$ cat src/rtl/rf_bridge_pkg.sv
// Shared types for the APB-to-register-file bridge: FSM states, word
// select encodings and the address decode result.
package rf_bridge_pkg;

  // Register index width carried in the decode result; the bridge's NADDR
  // parameter must match it.
  localparam int IDX_W = 4;

  localparam logic WSEL_LO = 1'b0;
  localparam logic WSEL_HI = 1'b1;

  typedef enum logic [1:0] {
    IDLE,
    ACC_FAST,
    RD_ISSUE,
    RD_DONE
  } state_t;

  typedef struct packed {
    logic [IDX_W-1:0] idx;
    logic             wsel;
    logic             err;
  } dec_t;

endpackage

$ cat src/rtl/rf_addr_decode.sv
// Combinational APB byte-address decode: register index, word select and
// decode error (misaligned, stray upper bits, or index beyond NREG).
module rf_addr_decode
  import rf_bridge_pkg::*;
#(
  parameter int NADDR  = 4,
  parameter int NREG   = 16,
  parameter int APB_AW = 8
) (
  input  logic [APB_AW-1:0] i_paddr,
  output dec_t              o_dec
);

  logic             w_hi_nz;
  logic [NADDR-1:0] w_idx;

  generate
    if (APB_AW > NADDR + 3) begin : g_hi
      assign w_hi_nz = |i_paddr[APB_AW-1:NADDR+3];
    end else begin : g_nohi
      assign w_hi_nz = 1'b0;
    end
  endgenerate

  assign w_idx = i_paddr[NADDR+2:3];

  // Assemble the decode result from the address fields.
  always_comb begin
    o_dec      = '0;
    o_dec.idx  = IDX_W'(w_idx);
    o_dec.wsel = i_paddr[2];
    o_dec.err  = (i_paddr[1:0] != 2'b00) | w_hi_nz |
                 ({1'b0, w_idx} >= (NADDR+1)'(NREG));
  end

endmodule

$ cat src/rtl/rf_apb_bridge.sv
// APB slave exposing each 64-bit register as two 32-bit words. Low writes
// stage in a shadow, high writes commit all 64 bits; low reads fetch the
// whole register and park the upper half for the following high read.
module rf_apb_bridge
  import rf_bridge_pkg::*;
#(
  parameter int NBIT   = 64,
  parameter int NREG   = 16,
  parameter int NADDR  = 4,
  parameter int APB_AW = 8,
  parameter int APB_DW = 32
) (
  input  logic              CLK,
  input  logic              RESET_N,
  input  logic              PSEL,
  input  logic              PENABLE,
  input  logic              PWRITE,
  input  logic [APB_AW-1:0] PADDR,
  input  logic [APB_DW-1:0] PWDATA,
  output logic [APB_DW-1:0] PRDATA,
  output logic              PREADY,
  output logic              PSLVERR,
  output logic              RF_ENABLE,
  output logic              RF_WR,
  output logic [NADDR-1:0]  RF_ADD,
  output logic [NBIT-1:0]   RF_DATAIN,
  input  logic [NBIT-1:0]   RF_OUT1
);

  dec_t             w_dec;
  logic [NADDR-1:0] w_idx;
  logic             w_setup;
  logic             w_wsh_hit;
  logic             w_rb_hit;

  state_t            r_state;
  logic              r_pready;
  logic              r_pslverr;
  logic [APB_DW-1:0] r_prdata;
  logic              r_rf_en;
  logic              r_rf_wr;
  logic [NADDR-1:0]  r_rf_add;
  logic [NBIT-1:0]   r_rf_din;
  logic [APB_DW-1:0] r_wshadow;
  logic [NADDR-1:0]  r_wsh_idx;
  logic              r_wsh_vld;
  logic [APB_DW-1:0] r_rbuf;
  logic [NADDR-1:0]  r_rb_idx;
  logic              r_rb_vld;
  // Transfer in flight; its side effects are applied only on completion so
  // an aborted transfer leaves shadow and buffer untouched.
  logic [NADDR-1:0]  r_cur_idx;
  logic [APB_DW-1:0] r_cur_wdata;
  logic              r_upd_wlo;
  logic              r_upd_whi;
  logic              r_upd_rhi;

  rf_addr_decode #(
    .NADDR (NADDR),
    .NREG  (NREG),
    .APB_AW(APB_AW)
  ) u_dec (
    .i_paddr(PADDR),
    .o_dec  (w_dec)
  );

  assign w_idx     = w_dec.idx[NADDR-1:0];
  assign w_setup   = PSEL & ~PENABLE;
  assign w_wsh_hit = r_wsh_vld & (r_wsh_idx == w_idx);
  assign w_rb_hit  = r_rb_vld & (r_rb_idx == w_idx);

  // Transfer FSM: decode at setup, register responses and RF strobes for
  // the first access cycle, commit shadow/buffer updates at completion.
  always_ff @(posedge CLK) begin
    if (!RESET_N) begin
      r_state     <= IDLE;
      r_pready    <= 1'b0;
      r_pslverr   <= 1'b0;
      r_prdata    <= '0;
      r_rf_en     <= 1'b0;
      r_rf_wr     <= 1'b0;
      r_rf_add    <= '0;
      r_rf_din    <= '0;
      r_wshadow   <= '0;
      r_wsh_idx   <= '0;
      r_wsh_vld   <= 1'b0;
      r_rbuf      <= '0;
      r_rb_idx    <= '0;
      r_rb_vld    <= 1'b0;
      r_cur_idx   <= '0;
      r_cur_wdata <= '0;
      r_upd_wlo   <= 1'b0;
      r_upd_whi   <= 1'b0;
      r_upd_rhi   <= 1'b0;
    end else begin
      r_pready  <= 1'b0;
      r_pslverr <= 1'b0;
      r_prdata  <= '0;
      r_rf_en   <= 1'b0;
      r_rf_wr   <= 1'b0;
      r_upd_wlo <= 1'b0;
      r_upd_whi <= 1'b0;
      r_upd_rhi <= 1'b0;
      case (r_state)
        IDLE: begin
          if (w_setup) begin
            r_cur_idx   <= w_idx;
            r_cur_wdata <= PWDATA;
            if (w_dec.err) begin
              r_state   <= ACC_FAST;
              r_pready  <= 1'b1;
              r_pslverr <= 1'b1;
            end else if (PWRITE && w_dec.wsel == WSEL_LO) begin
              r_state   <= ACC_FAST;
              r_pready  <= 1'b1;
              r_upd_wlo <= 1'b1;
            end else if (PWRITE) begin
              r_state  <= ACC_FAST;
              r_pready <= 1'b1;
              if (w_wsh_hit) begin
                r_rf_wr   <= 1'b1;
                r_rf_en   <= 1'b1;
                r_rf_add  <= w_idx;
                r_rf_din  <= {PWDATA, r_wshadow};
                r_upd_whi <= 1'b1;
              end else begin
                r_pslverr <= 1'b1;
              end
            end else if (w_dec.wsel == WSEL_LO) begin
              r_state  <= RD_ISSUE;
              r_rf_en  <= 1'b1;
              r_rf_add <= w_idx;
            end else begin
              r_state  <= ACC_FAST;
              r_pready <= 1'b1;
              if (w_rb_hit) begin
                r_prdata  <= r_rbuf;
                r_upd_rhi <= 1'b1;
              end else begin
                r_pslverr <= 1'b1;
              end
            end
          end
        end
        ACC_FAST: begin
          r_state <= IDLE;
          if (PSEL) begin
            if (r_upd_wlo) begin
              r_wshadow <= r_cur_wdata;
              r_wsh_idx <= r_cur_idx;
              r_wsh_vld <= 1'b1;
            end
            if (r_upd_whi) begin
              r_wsh_vld <= 1'b0;
              if (r_rb_idx == r_cur_idx) r_rb_vld <= 1'b0;
            end
            if (r_upd_rhi) r_rb_vld <= 1'b0;
          end
        end
        RD_ISSUE: begin
          if (PSEL) begin
            r_state  <= RD_DONE;
            r_pready <= 1'b1;
          end else begin
            r_state <= IDLE;
          end
        end
        RD_DONE: begin
          r_state <= IDLE;
          if (PSEL) begin
            r_rbuf   <= RF_OUT1[NBIT-1:APB_DW];
            r_rb_idx <= r_cur_idx;
            r_rb_vld <= 1'b1;
          end
        end
        default: r_state <= IDLE;
      endcase
    end
  end

  // The low read word comes straight from the RF output in its valid cycle;
  // strobes are masked by PSEL so an abandoned transfer touches nothing.
  assign PRDATA    = (r_state == RD_DONE) ? RF_OUT1[APB_DW-1:0] : r_prdata;
  assign PREADY    = r_pready;
  assign PSLVERR   = r_pslverr;
  assign RF_ENABLE = r_rf_en & PSEL;
  assign RF_WR     = r_rf_wr & PSEL;
  assign RF_ADD    = r_rf_add;
  assign RF_DATAIN = r_rf_din;

endmodule

$ cat config.mk
export PLATFORM = sky130hd
export DESIGN_NAME = rf_apb_bridge
export DESIGN_NICKNAME = d
export VERILOG_FILES = /design/src/rtl/rf_bridge_pkg.sv /design/src/rtl/rf_addr_decode.sv /design/src/rtl/rf_apb_bridge.sv
export SDC_FILE = /design/constraint.sdc
export NUM_CORES = 1
export LEC_CHECK = 0
export ABC_AREA = 1
export CAP_MARGIN = 10
export CORE_ASPECT_RATIO = 2
export CORE_MARGIN = 5
export CORE_UTILIZATION = 43
export CTS_BUF_LIST = sky130_fd_sc_hd__clkbuf_16
export DETAILED_ROUTE_END_ITERATION = 12
export PLACE_DENSITY = 0.84
export SLEW_MARGIN = 20
export SYNTH_ARGS = -nofsm -noshare
export SYNTH_HDL_FRONTEND = slang
export SYNTH_SLANG_ARGS = --single-unit
export TNS_END_PERCENT = 100
$ cat constraint.sdc
create_clock -name CLK -period 1.4 [get_ports CLK]
set_input_delay 0.21 -clock CLK [delete_from_list [all_inputs] [get_ports CLK]]
set_output_delay 0.21 -clock CLK [all_outputs]
set_load 0.02 [all_outputs]
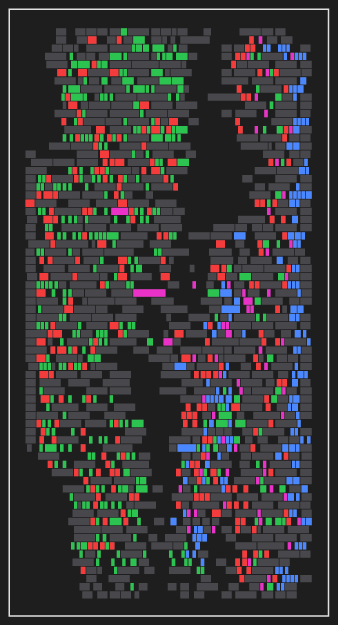
Fig. 1. Selected gate families.
(3 px per um)
| family | color | cells | most used |
|---|---|---|---|
| aoi and oai cells | red | 232 | o21ai_0 |
| inv cells | magenta | 62 | inv_1 |
| nand cells | blue | 146 | nand2_1 |
| nor cells | green | 319 | nor2_1 |

==> job_summary.md <==
### Yosys + OpenROAD results

| Metric | Value |
|---|---|
| Status | `finished, violations left` |
| Failing checks | `setup timing` |
| Basic Gates by Area | `22.9%` |
| Final setup vio count | `146` |
| Vias | `7768` |
| CP Launch Type | `flop` |
| Clkbuf count | `19` |
| Final Hold Vio Count | `0` |
| Worst r2r dst | `RF_DATAIN[36]` |
| Routed WL | `24800 um` |
| Worst setup EP type | `output port` |
| Number of global-route vias before repair | `7726` |
| XOR/XNOR Area Share | `0.222%` |
| Filler cell count | `1382` |
| Seq pwr share | `51.0%` |
| Worst relative slew slack | `74.8%` |
| Sw Share | `22.2%` |
| Init Core Util | `43.4%` |
| CP endpoint | `PRDATA[9]` |
| Most frequent cells in the layout | `nor2_1, dfxtp_1, clkdlybuf4s50_1, nand2_1, o21ai_0` |
| DR iter-0 viols | `270` |
| Multi-input gate area | `3500 um2` |
| Maximum VDD drop | `1070 uV` |
| Warnings from Yosys | `0` |
| Largest net degree at the start of global routing | `67` |
| Final #Nets | `1412` |
| Power per cell area | `1010 nW/um2` |
| Layout non-clock buf frac | `26.2%` |
| Count leader, synth | `nor2_1` |
| Non-clock inverter count in the final layout | `62` |
| First-pass GRT wire length | `37500 um` |
| Slack of the critical path | `-0.262 ns` |
| Hold WC Path Type | `input pin to flop` |
| Register area | `4370 um2` |
| Worst reg-to-reg path cell count | `11` |
| Late-Pin Clk Latency | `0.48 ns` |
| Syn-to-layout area delta | `54.7%` |
| Wire per inst | `16.2 um` |
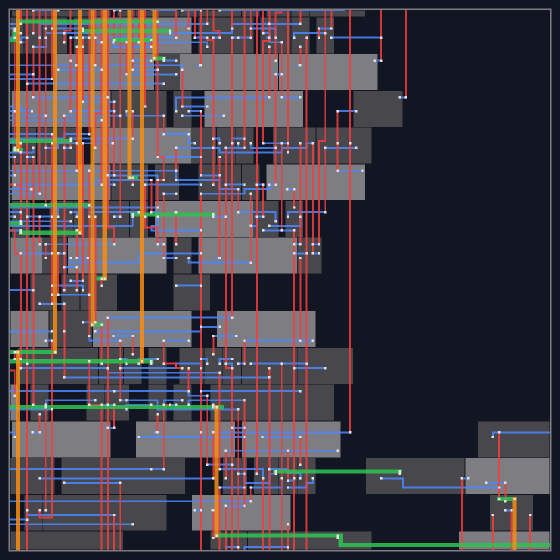
Fig. 2. Zoomed window.
Window x 33 to 73, y 121 to 161 um. Cells in gray, sequential cells in the stronger gray; small squares are vias.
| layer | color |
|---|---|
| M1 | blue |
| M2 | red |
| M3 | green |
| M4 | orange |
sequential cells in the window: 20
netlist names of flops here include: `r_wshadow` (10), `r_cur_wdata` (5), `RF_DATAIN` (3)
most frequent: nor2_1 (28), dfxtp_1 (19)
cells with their middle in the window: 89

-- critical path, cell delays in order, from the launching register on --
cell	delay (ns)
dfxtp_2	0.36
nand2_4	0.07
buf_6	0.13
buf_12	0.14
nand2_1	0.07
nand2_1	0.07
buf_6	0.13
-- layer usage --
metal,track usage (%),share of wire [%],up-vias
met5,0,0,-
met4,10.1,5.0,0
met3,2.89,5.2,83
met2,42.8,55,262
met1,21.3,35,3592
li1,-,-,3831
-- through the flow --
stage	TNS (ns)	util, %
global route	-32.63	67.1
finish	-22.58	67.1
detailed placement	-87.71	58.8
CTS	-26.66	64.2
global placement	-82.02	58.8
floorplan	0	-
-- timing repair --
action	4_1_cts	5_1_grt
resized	362	239
cloned	8	6
buffers inserted	3	6
setup endpoints to repair	281	254
pin swaps	12	51
endpoints found under the hold margin	0	0
Power figures rest on the tool's default switching activity, not on a simulated workload.
